$ cat config.mk
export PLATFORM = sky130hd
export DESIGN_NAME = pipelined_addsub
export DESIGN_NICKNAME = d
export VERILOG_FILES = /design/src/rtl/pipelined_addsub.sv
export SDC_FILE = /design/constraint.sdc
export NUM_CORES = 1
export LEC_CHECK = 0
export CORE_MARGIN = 5
export CORE_UTILIZATION = 55
export CTS_CLUSTER_DIAMETER = 200
export DETAILED_ROUTE_END_ITERATION = 12
export PLACE_DENSITY = 0.84
export SLEW_MARGIN = 5
export SYNTH_ARGS = -nofsm -noshare
export SYNTH_HDL_FRONTEND = slang
export SYNTH_SLANG_ARGS = --single-unit
$ cat constraint.sdc
create_clock -name clk -period 9.95 [get_ports clk]
set_input_delay 1.99 -clock clk [delete_from_list [all_inputs] [get_ports clk]]
set_output_delay 1.99 -clock clk [all_outputs]
set_load 0.01 [all_outputs]
$ cat src/rtl/pipelined_addsub.sv
// Pipelined ripple-carry adder/subtractor: the carry chain is cut into STAGES equal segments,
// one register per segment, with a valid/ready handshake that freezes the whole pipe on backpressure.
module pipelined_addsub #(
    parameter int WIDTH  = 64,
    parameter int STAGES = 4
) (
    input  logic             clk,
    input  logic             rst,
    input  logic             in_valid,
    output logic             in_ready,
    input  logic [WIDTH-1:0] a,
    input  logic [WIDTH-1:0] b,
    input  logic             cin,
    input  logic             sub,
    output logic             out_valid,
    input  logic             out_ready,
    output logic [WIDTH:0]   sum,
    output logic             ovf,
    output logic             zero
);

    localparam int SEG  = WIDTH / STAGES;
    localparam int LAST = STAGES - 1;

    // Returns {carry into segment MSB, carry out of segment, segment sum bits}.
    function automatic logic [SEG+1:0] ripple_seg(
        input logic [SEG-1:0] x,
        input logic [SEG-1:0] y,
        input logic           c
    );
        logic [SEG:0]   carry;
        logic [SEG-1:0] s;
        carry    = {(SEG+1){1'b0}};
        s        = {SEG{1'b0}};
        carry[0] = c;
        for (int i = 0; i < SEG; i++) begin
            s[i]       = x[i] ^ y[i] ^ carry[i];
            carry[i+1] = (x[i] & y[i]) | ((x[i] | y[i]) & carry[i]);
        end
        return {carry[SEG-1], carry[SEG], s};
    endfunction

    logic             advance_s;
    logic [WIDTH-1:0] b_eff_s;
    logic             ovf_r;
    logic             zero_r;

    // Subtraction only inverts b; any +1 comes from cin.
    always_comb begin
        if (sub) begin
            b_eff_s = ~b;
        end else begin
            b_eff_s = b;
        end
    end

    // Each stage word carries finished result bits below its segment and raw operand bits above it.
    for (genvar k = 0; k < STAGES; k++) begin : g_stage
        logic             vld_r;
        logic             cy_r;
        logic [WIDTH-1:0] x_r;
        logic [WIDTH-1:0] y_r;
        logic             src_v_s;
        logic             src_c_s;
        logic [WIDTH-1:0] src_x_s;
        logic [WIDTH-1:0] src_y_s;
        logic [SEG+1:0]   seg_s;
        logic [WIDTH-1:0] nxt_x_s;

        if (k == 0) begin : g_src
            assign src_v_s = in_valid;
            assign src_c_s = cin;
            assign src_x_s = a;
            assign src_y_s = b_eff_s;
        end else begin : g_src
            assign src_v_s = g_stage[k-1].vld_r;
            assign src_c_s = g_stage[k-1].cy_r;
            assign src_x_s = g_stage[k-1].x_r;
            assign src_y_s = g_stage[k-1].y_r;
        end

        // Ripple this stage's segment and splice the sum bits over the consumed operand bits.
        always_comb begin
            seg_s                 = ripple_seg(src_x_s[k*SEG +: SEG], src_y_s[k*SEG +: SEG], src_c_s);
            nxt_x_s               = src_x_s;
            nxt_x_s[k*SEG +: SEG] = seg_s[SEG-1:0];
        end

        // Stage register: cleared by reset, loaded on advance, otherwise held with its valid bit.
        always_ff @(posedge clk) begin
            if (rst) begin
                vld_r <= 1'b0;
                cy_r  <= 1'b0;
                x_r   <= {WIDTH{1'b0}};
                y_r   <= {WIDTH{1'b0}};
            end else if (advance_s) begin
                vld_r <= src_v_s;
                cy_r  <= seg_s[SEG];
                x_r   <= nxt_x_s;
                y_r   <= src_y_s;
            end
        end

        if (k == LAST) begin : g_flags
            // Flags are registered with the final segment so they hold with the result during a stall.
            always_ff @(posedge clk) begin
                if (rst) begin
                    ovf_r  <= 1'b0;
                    zero_r <= 1'b0;
                end else if (advance_s) begin
                    ovf_r  <= seg_s[SEG+1] ^ seg_s[SEG];
                    zero_r <= ~|nxt_x_s;
                end
            end
        end
    end

    // The pipe moves as one; it freezes only while a finished beat waits for the consumer.
    always_comb begin
        advance_s = ~g_stage[LAST].vld_r | out_ready;
    end

    assign in_ready  = advance_s;
    assign out_valid = g_stage[LAST].vld_r;
    assign sum       = {g_stage[LAST].cy_r, g_stage[LAST].x_r};
    assign ovf       = ovf_r;
    assign zero      = zero_r;

endmodule

**A small window of the routed layout**

Window x 66 to 106, y 101 to 141 um. Cells in grey, sequential cells in the stronger grey; small squares are vias.
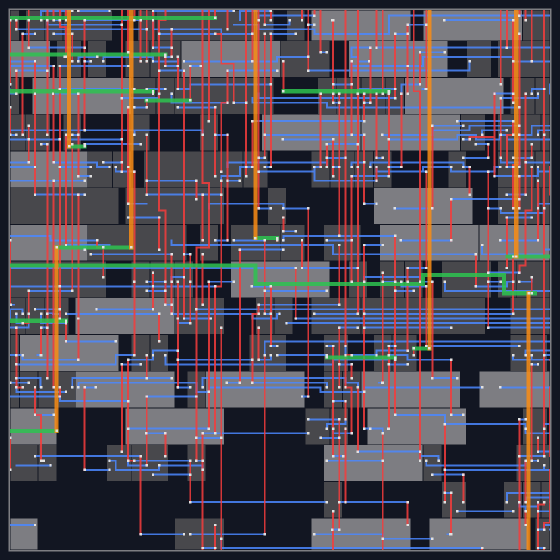
met2: in red. met4: in orange. met1: in blue. met3: in green.
Netlist names of flops here include g_stage.x_r (19), g_stage.y_r (5). Sequential cells in the window: 25. Most frequent: nand2_1 (45), a21oi_1 (27), dfxtp_1 (25). 126 logic cells have their middle in the window.

**Where the registers sit**

Drawn at 3 px/um.
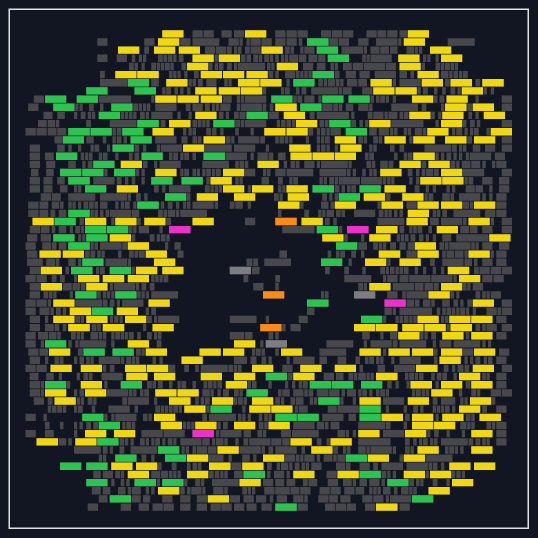
g_stage.cy_r: in magenta, placed flops 4, where centre. g_stage.y_r: in green, placed flops 96. g_stage.x_r: in yellow, placed flops 256, where spread over the die. g_stage.vld_r: in orange, placed flops 3.
Another 3 sequential cells are not coloured.
sequential power: 1.61 mW
Seq/total area: 41.1%
register area: 7250 um^2
final core occ: 67.6%

==> results.py <==
# Physical implementation metrics
metrics = {
    "power_and_ir_drop": {
        "clock_power_share_pct": 42.4,
        "power_per_cell_area_nw_per_um2": 191,
    },
    "clocking": {
        "hold_buffers": 0,
        "post-cts-setup-buffer-count": 0,
        "numCtsBuffers": 37,
        "path_clk_slew_ns": 0.06,
    },
    "synth": {
        "ys_types": 26,
        "top_cell_area_share_pct": 49.9,
        "top_area_cell": "dfxtp_1",
        "synth.most_common_cell": "nand2_1",
        "floorplan.nets": 1893,
        "async_reset_ff_share_pct": 0,
    },
    "floorplan": {
        "die_x_um": 173,
        "die_area_um2": 29800,
        "ios": 203,
        "die_y_um": 173,
    },
    "status": {
        "status": "complete, no violations",
    },
    "critical_path": {
        "start_kind": "primary input",
        "cp_data_required_time_ns": 10.35,
        "critPathKind": "primary input to flop",
        "reg2reg_slack_ns": 2.46,
    },
    "routing": {
        "first_pass_iters": 5,
        "vias": 11400,
        "detail_route.vias_per_cell": 5.24,
    },
    "global_route": {
        "grt_pass1_vias": 11000,
    },
    "min_path": {
        "min_to": "g_stage[2].x_r[63]",
    },
    "sta": {
        "fin_crit_sh_pct": 93.2,
        "period_minus_slack_ns": 9.27,
        "skew_ns": 0.0188,
        "setup-tns-final_ns": 0,
        "setup_viol": 0,
    },
}
final cells by class:
| cell class | count | area (um^2) |
|---|---|---|
| clock inverters | 16 | 260 |
| diodes | 1 | 2.50 |
| clock buffers | 45 | 986 |
| multi-input cells | 1164 | 6450 |
| repair buffers | 210 | 2100 |
| well taps | 335 | 419 |
| flip-flops and latches | 362 | 7250 |
| fillers | 2035 | 8430 |
| inverters | 41 | 161 |
per-stage QoR:
step	hold slack, ns	cells	setup slack, ns	util [%]
6_report	0.448	2174	0.677	67.6
2_1_floorplan	0.432	1695	0.657	-
3_5_place_dp	0.444	2112	0.128	62.9
4_1_cts	0.453	2173	0.634	67.6
3_3_place_gp	0.438	2112	0.263	62.9
5_1_grt	0.461	2174	0.386	67.6
cells by family (layout without fill, tap and decap cells):
logic type / Yosys count / in the layout / share of synthesized area, %
and+or+nand+nor: 674 / 674 / 18.0
DFF: 362 / 362 / 49.9
AOI/OAI and AO/OA: 361 / 361 / 13.7
buffers and inverters: 169 / 312 / 5.71
xor gates and xnor gates: 65 / 65 / 3.92
adders and majority gates: 64 / 64 / 8.82
other: 0 / 1 / 0
worst max-delay path by stage:
stage | end | slack (ns) | from | cells past startpoint
3_3_place_gp | g_stage[0].x_r[15] | 0.26 | b[0] | 20
6_report | g_stage[0].x_r[15] | 0.68 | b[0] | 20
2_1_floorplan | g_stage[0].x_r[15] | 0.66 | sub | 21
5_1_grt | g_stage[0].x_r[15] | 0.39 | b[0] | 20
3_5_place_dp | g_stage[0].x_r[15] | 0.13 | b[0] | 20
4_1_cts | g_stage[0].x_r[15] | 0.63 | b[0] | 20
state kept, by name, summed over array words and instances, names as in the netlist:
name           cells
g_stage.cy_r       4
g_stage.x_r      256
zero               1
g_stage.vld_r      3
ovf                1
out_valid          1
g_stage.y_r       96
power by group through the flow:
stage	Clock [mW]	Combinational (mW)	Sequential (mW)
final	1.43	0.328	1.61
after global routing	1.51	0.368	1.62
after CTS	1.45	0.332	1.61
after detailed placement	0	0.327	1.64
after global placement	0	0.318	1.64
after floorplan	0	0.196	1.63
routing by layer:
layer | track usage (%) | share of wire [%]
met1 | 28.1 | 43
met2 | 35.2 | 49
met3 | 3.84 | 5.1
met4 | 6.60 | 2.9
met5 | 0 | 0
worst max-delay path, stage by stage:
cell	delay, ns
clkdlybuf4s50_1	0.48
xor2_1	0.18
fa_1	0.20
inv_1	0.06
fa_1	0.42
fa_1	0.43
fa_1	0.42
fa_1	0.44
fa_1	0.48
fa_1	0.44
fa_1	0.43
fa_1	0.43
fa_1	0.44
fa_1	0.43
fa_1	0.42
fa_1	0.42
fa_1	0.43
fa_1	0.42
fa_1	0.46
a211oi_1	0.24
layout by cell type (no fill, tap or decap), drive strengths merged, types with 7 or more instances in the layout:
cell type	synthesis	final
a211oi	73	73
a21oi	287	287
clkdlybuf4s50	0	200
xnor2	62	62
bufinv	0	7
nor4	13	13
dfxtp	362	362
inv	41	41
nand2	574	574
buf	89	10
fa	64	64
clkinv	0	7
nor2	76	76
clkbuf	39	45
Power is estimated from default activity; no workload was simulated.
